[src/rtl/etc_planar_block_generator.sv]
// ---------------------------------------------------------------------------
// etc_planar_block_generator
//
// Purpose:
//   Takes one decoded ETC2 planar block (base colours O, H, V) over a
//   valid/ready handshake and streams its 16 interpolated pixels, one per
//   cycle, through a two-stage output pipeline with full back-pressure.
//   Stage A forms the per-channel planar sum, stage B floors, clamps and
//   registers the result onto the pixel port.
//
// Optional feature (macro ETC_PLANAR_PIX_MASK_EN):
//   Adds pix_mask[15:0], latched with the block and indexed by the
//   column-major pixel index. Masked-off pixels are skipped with no bubble;
//   an all-zero mask accepts the block and emits nothing.
//
// Ports:
//   sclk       clock
//   rsrt       synchronous active-high reset
//   blk_valid  block offered
//   blk_ready  block can be accepted (high while idle)
//   blk_alpha  NUM_CH==3 only: 1 = alpha all-ones, 0 = alpha zero
//   blk_c0     base colour O, channel k at [k*CH_W +: CH_W], channel 0 = R
//   blk_c1     base colour H
//   blk_c2     base colour V
//   pix_mask   (ETC_PLANAR_PIX_MASK_EN only) per-pixel enable
//   pix_valid  pixel present
//   pix_ready  downstream accepts pixel
//   pix_idx    pixel index, always column-major {x,y}
//   pix_color  interpolated channels
//   pix_a      alpha: channel 3 when NUM_CH==4, else constant from blk_alpha
//   pix_last   final pixel of the block
// ---------------------------------------------------------------------------
module etc_planar_block_generator #(
  parameter int CH_W      = 8,
  parameter int NUM_CH    = 3,
  parameter int ROW_MAJOR = 0
) (
  input  logic                   sclk,
  input  logic                   rsrt,
  input  logic                   blk_valid,
  output logic                   blk_ready,
  input  logic                   blk_alpha,
  input  logic [NUM_CH*CH_W-1:0] blk_c0,
  input  logic [NUM_CH*CH_W-1:0] blk_c1,
  input  logic [NUM_CH*CH_W-1:0] blk_c2,
`ifdef ETC_PLANAR_PIX_MASK_EN
  input  logic [15:0]            pix_mask,
`endif
  output logic                   pix_valid,
  input  logic                   pix_ready,
  output logic [3:0]             pix_idx,
  output logic [NUM_CH*CH_W-1:0] pix_color,
  output logic [CH_W-1:0]        pix_a,
  output logic                   pix_last
);

  // Full sum width, and the width kept after the floor-divide by 4.
  localparam int SW = CH_W + 5;
  localparam int QW = SW - 2;
  localparam int CW = NUM_CH * CH_W;

  typedef enum logic [0:0] {IDLE = 1'b0, EMIT = 1'b1} state_e;

  state_e          state_q;
  logic [3:0]      cnt_q;
  logic [CW-1:0]   c0_q, c1_q, c2_q;
  logic            alpha_q;

  logic            a_valid_q, a_last_q, a_alpha_q;
  logic [3:0]      a_idx_q;
  logic [NUM_CH*QW-1:0] a_sum_q;

  logic            pix_valid_q, pix_last_q;
  logic [3:0]      pix_idx_q;
  logic [CW-1:0]   pix_color_q;
  logic [CH_W-1:0] pix_a_q;

  logic            adv_s;
  logic [15:0]     mask_in_s, mask_cur_s;
  logic [15:0]     first_hit_s, nxt_hit_s;
  logic            first_found_s, nxt_found_s;
  logic [3:0]      first_n_s, nxt_n_s;
  logic [1:0]      x_s, y_s;
  logic [NUM_CH*QW-1:0] sum_s;
  logic [CW-1:0]   clamp_s;
  logic [CH_W-1:0] alpha_s;

`ifdef ETC_PLANAR_PIX_MASK_EN
  logic [15:0]     mask_q;
  assign mask_in_s  = pix_mask;
  assign mask_cur_s = mask_q;
`else
  // Without the mask every pixel is enabled; the skip logic folds away.
  assign mask_in_s  = 16'hFFFF;
  assign mask_cur_s = 16'hFFFF;
`endif

  // The whole pipeline moves together: a stalled output freezes everything.
  assign adv_s     = !pix_valid_q || pix_ready;
  assign blk_ready = (state_q == IDLE);

  // Map emission counter n to the column-major pixel index p = {x,y}.
  function automatic logic [3:0] p_of(input logic [3:0] n);
    if (ROW_MAJOR != 0) p_of = {n[1:0], n[3:2]};
    else                p_of = n;
  endfunction

  // Find the first enabled counter value for a new block and the next
  // enabled value after the current one (lowest index wins).
  always_comb begin
    first_hit_s   = 16'h0000;
    nxt_hit_s     = 16'h0000;
    first_n_s     = 4'd0;
    nxt_n_s       = 4'd0;
    first_found_s = 1'b0;
    nxt_found_s   = 1'b0;
    for (int i = 0; i < 16; i++) begin
      first_hit_s[i] = mask_in_s[p_of(4'(i))];
      nxt_hit_s[i]   = (4'(i) > cnt_q) && mask_cur_s[p_of(4'(i))];
    end
    for (int i = 15; i >= 0; i--) begin
      first_n_s = first_hit_s[i] ? 4'(i) : first_n_s;
      nxt_n_s   = nxt_hit_s[i]   ? 4'(i) : nxt_n_s;
    end
    first_found_s = |first_hit_s;
    nxt_found_s   = |nxt_hit_s;
  end

  // Pixel coordinates of the counter value being issued.
  always_comb begin
    if (ROW_MAJOR != 0) begin
      y_s = cnt_q[3:2];
      x_s = cnt_q[1:0];
    end else begin
      x_s = cnt_q[3:2];
      y_s = cnt_q[1:0];
    end
  end

  // Planar sum S = x*(H-O) + y*(V-O) + 4*O + 2 in SW-bit two's complement.
  // Only S[SW-1:2] is kept: dropping the two LSBs of a two's-complement
  // value is exactly the floor-divide by 4.
  always_comb begin
    sum_s = {(NUM_CH*QW){1'b0}};
    for (int k = 0; k < NUM_CH; k++) begin
      sum_s[k*QW +: QW] = QW'((
          {{(SW-2){1'b0}}, x_s} * ({5'b00000, c1_q[k*CH_W +: CH_W]} - {5'b00000, c0_q[k*CH_W +: CH_W]})
        + {{(SW-2){1'b0}}, y_s} * ({5'b00000, c2_q[k*CH_W +: CH_W]} - {5'b00000, c0_q[k*CH_W +: CH_W]})
        + ({5'b00000, c0_q[k*CH_W +: CH_W]} << 2)
        + {{(SW-2){1'b0}}, 2'b10}) >> 2);
    end
  end

  // Clamp each floored channel into [0, 2^CH_W-1].
  always_comb begin
    clamp_s = {CW{1'b0}};
    for (int k = 0; k < NUM_CH; k++) begin
      if (a_sum_q[k*QW + QW - 1]) begin
        clamp_s[k*CH_W +: CH_W] = {CH_W{1'b0}};
      end else if (|a_sum_q[k*QW + CH_W +: 2]) begin
        clamp_s[k*CH_W +: CH_W] = {CH_W{1'b1}};
      end else begin
        clamp_s[k*CH_W +: CH_W] = a_sum_q[k*QW +: CH_W];
      end
    end
  end

  if (NUM_CH >= 4) begin : g_alpha_ch
    assign alpha_s = clamp_s[3*CH_W +: CH_W];
  end else begin : g_alpha_const
    assign alpha_s = {CH_W{a_alpha_q}};
  end

  // Block FSM: latch the block while idle, then walk the enabled counters.
  always_ff @(posedge sclk) begin
    if (rsrt) begin
      state_q <= IDLE;
      cnt_q   <= 4'd0;
      c0_q    <= {CW{1'b0}};
      c1_q    <= {CW{1'b0}};
      c2_q    <= {CW{1'b0}};
      alpha_q <= 1'b0;
`ifdef ETC_PLANAR_PIX_MASK_EN
      mask_q  <= 16'h0000;
`endif
    end else begin
      case (state_q)
        IDLE: begin
          if (blk_valid) begin
            c0_q    <= blk_c0;
            c1_q    <= blk_c1;
            c2_q    <= blk_c2;
            alpha_q <= blk_alpha;
`ifdef ETC_PLANAR_PIX_MASK_EN
            mask_q  <= pix_mask;
`endif
            cnt_q   <= first_n_s;
            // An empty mask consumes the block without leaving IDLE.
            state_q <= first_found_s ? EMIT : IDLE;
          end
        end
        EMIT: begin
          if (adv_s) begin
            if (nxt_found_s) begin
              cnt_q <= nxt_n_s;
            end else begin
              cnt_q   <= 4'd0;
              state_q <= IDLE;
            end
          end
        end
        default: state_q <= IDLE;
      endcase
    end
  end

  // Two-stage pixel pipeline: stage A holds the sum, stage B the output.
  always_ff @(posedge sclk) begin
    if (rsrt) begin
      a_valid_q   <= 1'b0;
      a_last_q    <= 1'b0;
      a_alpha_q   <= 1'b0;
      a_idx_q     <= 4'd0;
      a_sum_q     <= {(NUM_CH*QW){1'b0}};
      pix_valid_q <= 1'b0;
      pix_last_q  <= 1'b0;
      pix_idx_q   <= 4'd0;
      pix_color_q <= {CW{1'b0}};
      pix_a_q     <= {CH_W{1'b0}};
    end else if (adv_s) begin
      a_valid_q <= (state_q == EMIT);
      if (state_q == EMIT) begin
        a_idx_q   <= p_of(cnt_q);
        a_last_q  <= !nxt_found_s;
        a_sum_q   <= sum_s;
        a_alpha_q <= alpha_q;
      end
      pix_valid_q <= a_valid_q;
      pix_last_q  <= a_valid_q && a_last_q;
      if (a_valid_q) begin
        pix_idx_q   <= a_idx_q;
        pix_color_q <= clamp_s;
        pix_a_q     <= alpha_s;
      end
    end
  end

  assign pix_valid = pix_valid_q;
  assign pix_idx   = pix_idx_q;
  assign pix_color = pix_color_q;
  assign pix_a     = pix_a_q;
  assign pix_last  = pix_last_q;

endmodule

[config.mk]
export PLATFORM = sky130hd
export DESIGN_NAME = etc_planar_block_generator
export DESIGN_NICKNAME = d
export VERILOG_FILES = /design/src/rtl/etc_planar_block_generator.sv
export SDC_FILE = /design/constraint.sdc
export NUM_CORES = 1
export LEC_CHECK = 0
export CORE_MARGIN = 2
export CORE_UTILIZATION = 51
export CTS_CLUSTER_SIZE = 40
export DETAILED_ROUTE_END_ITERATION = 8
export PLACE_DENSITY = 0.73
export SLEW_MARGIN = 40
export SYNTH_ARGS = -nofsm -noshare
export SYNTH_HDL_FRONTEND = slang
export SYNTH_SLANG_ARGS = --single-unit
[constraint.sdc]
create_clock -name sclk -period 6 [get_ports sclk]
set_clock_uncertainty 0.15 [all_clocks]
set_input_delay 0.9 -clock sclk [delete_from_list [all_inputs] [get_ports sclk]]
set_output_delay 0.9 -clock sclk [all_outputs]
set_load 0.05 [all_outputs]
==> flow_metrics.py <==
# Flow results
metrics = {
    "clock_network": {
        "cts_root_buf": "clkbuf_16",
        "cts_resized": 0,
        "clock_sinks": 149,
        "postCtsSetupBuffers": 0,
        "clk_pin_slew_worst_paths_ns": 0.07,
        "htree_levels": 4,
        "cts_tree": "built",
        "ctsHoldBuffers": 0,
        "clk_latency_ns": 0.43,
        "cts_made_buffers": 17,
        "ctsLongestPathBuffers": 2,
    },
    "floorplanning": {
        "floorplan.core_util": 0.514,
        "ios": 116,
        "die_w_um": 154,
        "rows": 55,
        "fp.coreArea_sq_um": 22400,
        "dieHeight_um": 154,
        "die_area_sq_um": 23800,
    },
    "routing": {
        "postRouteAntennaNets": 0,
        "top_layer": "met4",
        "met1_length_um": 13500,
        "first_pass_iters": 5,
        "wl_met2_um": 10600,
        "dr.first_iter.drc_count": 607,
        "drc": 0,
        "vias_per_cell": 5.31,
        "wl_met3_um": 1300,
    },
    "power": {
        "combPwrFrac": 0.260,
        "netSwitchingPower_uw": 940,
        "pwr-share-clk": 0.368,
        "fin_total_pwr_mw": 2.88,
        "p_comb_uw": 749,
        "p_sw_frac": 0.326,
        "p_seq_mw": 1.07,
        "p_clk_mw": 1.06,
        "leakagePower_nw": 5.64,
        "internal_power_mw": 1.94,
        "peakVddDrop_v": 0.000142,
        "power_density_nw_per_um2": 215,
        "seq_power_share": 0.372,
        "top_power_group": "sequential cells",
    },
    "finish": {
        "area_growth_pct": 16.2,
        "fin_cells": 1805,
        "antenna_cells": 0,
        "layout_top_cell": "nand2_1",
        "final_area_sq_um": 13400,
        "nets": 1761,
        "final_cell_mix": "nand2_1, inv_1, dfxtp_1",
        "post-route-util": 0.597,
        "drive_gt1_frac": 0.0408,
    },
    "synthesis": {
        "edf_count": 0,
        "ys_area_sq_um": 11500,
        "avgSynthCellArea_sq_um": 8.01,
        "mux_share": 0.0174,
        "flop_cell": "dfxtp_1",
        "syn_inst": 1440,
        "yosys.stat.seqShare": 0.259,
        "async_flop_share": 0,
        "synth_cell_type_count": 57,
        "ys.flops": 149,
        "synth_nets": 1694,
        "ys_cells": 1440,
        "synthDominantCellAreaShare": 0.259,
        "top_logic_kind": "adder cells",
        "netlist_area_sq_um": 11500,
        "largest_area_cell": "dfxtp_1",
        "ys_sh_simple": 0.238,
        "synth.cellmix.compoundShare": 0.143,
        "yosys_warnings": 0,
        "synthTopCellsByArea": "dfxtp_1, fa_1, ha_1",
        "ys_sh_adder": 0.247,
        "xor_share": 0.0182,
    },
    "grt": {
        "gr-usage-met2": 0.332,
        "gr-total-overflow": 0,
        "grt_pass1_vias": 9037,
        "antenna_found_initial": 0,
        "grt_pass1_wl_um": 44000,
        "grt_max_degree": 89,
        "grt_usage": 0.223,
    },
    "run_status": {
        "status": "finished clean",
    },
    "placed_design": {
        "io_buffers": 115,
        "dp_slack_ns": 0.440,
        "dp_cells": 1773,
        "place_congestion": 0.867,
        "dp_hpwl_um": 19200,
        "detailed_place.area_sq_um": 12800,
    },
    "critical_path": {
        "crit_path_top_delay_cell": "or4b_2",
        "reg2reg_from": "c0_q[1]$_SDFFE_PP0P_",
        "crit_buf_inv": 3,
        "arrival_ns": 5.77,
        "cp.depth": 17,
        "critPathCaptureType": "flip-flop",
        "worst-setup-path-type": "reg2reg",
        "worstPathMaxFanout": 8,
        "max_stage_delay_ns": 0.61,
        "crit_required_ns": 6.21,
        "ff2ff_path_depth": 17,
        "r2r_slack_ns": 0.44,
        "crit_chain": "inv_1 > ha_1 > a21o_1 > a221o_1 > o31ai_1 > mux2i_1 > fa_1 > fa_1 > inv_1 > fa_1 > inv_1 > ha_1 > a21oi_1 > o21ai_0 > or4b_2 > a31oi_1 > nand3b_1",
        "crit-reg2reg-capture": "a_sum_q[9]$_SDFFE_PP0P_",
        "path_delay_family": "adder cells",
        "crit_path_start_kind": "flip-flop",
    },
    "run": {
        "warnings": 26,
        "cap_violations": 0,
    },
    "min_path": {
        "worstHoldStart": "c0_q[4]$_SDFFE_PP0P_",
        "hp-class": "reg2reg",
        "hold_path_end": "c0_q[4]$_SDFFE_PP0P_",
        "hold_depth": 2,
    },
    "timing": {
        "setup_violations": 0,
        "maxSlewViolCount": 0,
        "worst_slew_pin_slew_ns": 0.789,
        "period_used_share": 0.926,
        "fin_ws_ns": 0.445,
        "min_period_ns": 5.56,
        "timing.hold.ws_ns": 0.303,
        "fmax_mhz": 180,
        "fin_tns_setup_ns": 0,
        "max_slew_margin": 0.474,
        "rsz0062_at_grt": "no",
        "hold_viol": 0,
    },
}
how the worst max path moves through the flow:
stage,start,endpoint,slack [ns]
4_1_cts,c0_q[1]$_SDFFE_PP0P_,a_sum_q[9]$_SDFFE_PP0P_,0.44
3_5_place_dp,c0_q[1]$_SDFFE_PP0P_,a_sum_q[9]$_SDFFE_PP0P_,0.44
5_1_grt,c0_q[1]$_SDFFE_PP0P_,a_sum_q[9]$_SDFFE_PP0P_,0.12
6_report,c0_q[1]$_SDFFE_PP0P_,a_sum_q[9]$_SDFFE_PP0P_,0.44
2_1_floorplan,c0_q[1]$_SDFFE_PP0P_,a_sum_q[9]$_SDFFE_PP0P_,0.83
3_3_place_gp,c0_q[1]$_SDFFE_PP0P_,a_sum_q[9]$_SDFFE_PP0P_,0.59
cell type report:
| type | instances | area [sq um] |
|---|---|---|
| repair buffers | 125 | 1230 |
| flip-flops and latches | 149 | 2980 |
| clock inverters | 14 | 143 |
| well taps | 285 | 357 |
| clock buffers | 18 | 429 |
| inverters | 153 | 574 |
| multi-input cells | 1061 | 7680 |
| fillers | 1991 | 9040 |
Yosys cell counts, types with 9 or more instances:
library cell,count
o21a_1,15
inv_1,153
buf_1,9
fa_1,84
clkbuf_1,60
nand2b_1,28
xnor2_1,20
mux2i_1,20
and2_1,59
ha_1,93
nand2_1,209
nand3_1,19
nor3b_1,12
dfxtp_1,149
o21ai_0,52
nand4_1,9
nor3_1,43
nor2_1,101
a211oi_1,10
nor2b_1,31
a21oi_1,146
registers in the layout, indices dropped and copies added (netlist names):
signal	count
a_last_q	1
c1_q	24
pix_a	1
state_q	1
c2_q	24
a_alpha_q	1
pix_last	1
a_idx_q	4
cnt_q	4
c0_q	24
alpha_q	1
pix_valid	1
a_sum_q	33
pix_color	24
pix_idx	4
a_valid_q	1
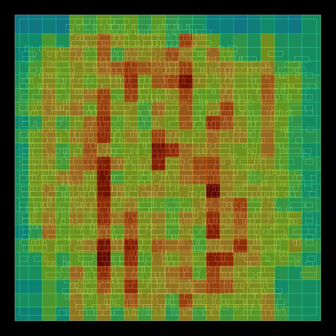
**Above:** track usage over the die.
grt peak-use layer: met1
met1 Use GR: 0.334
routed len/inst: 14.4 um

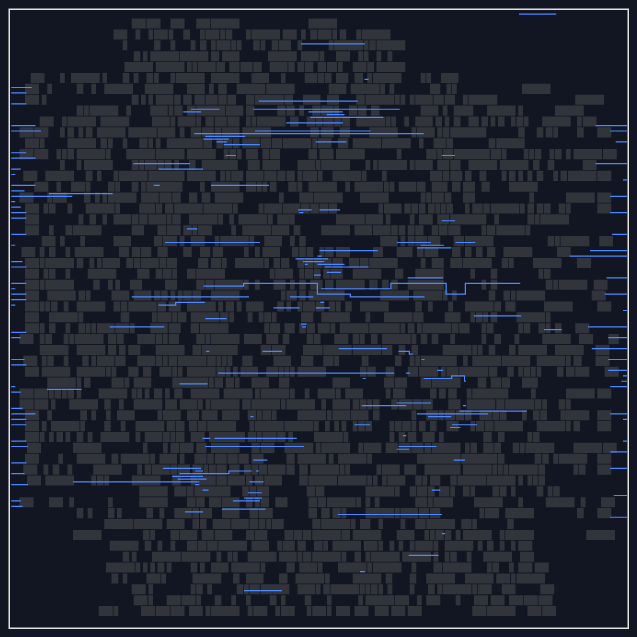
**Above:** the metal 3 layer.
(4 px per um) Cells faint in the background.
main direction: horizontal
nets with wire on the layer: 136
share of all routed wire: 5.0%
longest straight run: 57.0 um
wire length on this layer: 1,300 um
routed wire length: 25,900 um
routing usage on met3: 0.0347
via count: 9,590

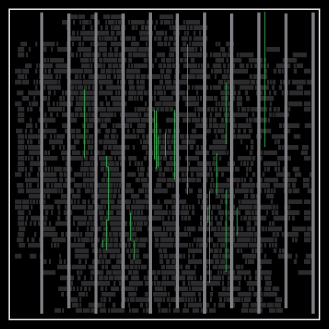
**Above:** met4 routing.
(2 px per um) Supply wires on this layer in grey. Cells faint in the background.
share of all routed wire: 2.0%
nets with wire on the layer: 13

Power and IR drop assume default switching activity.
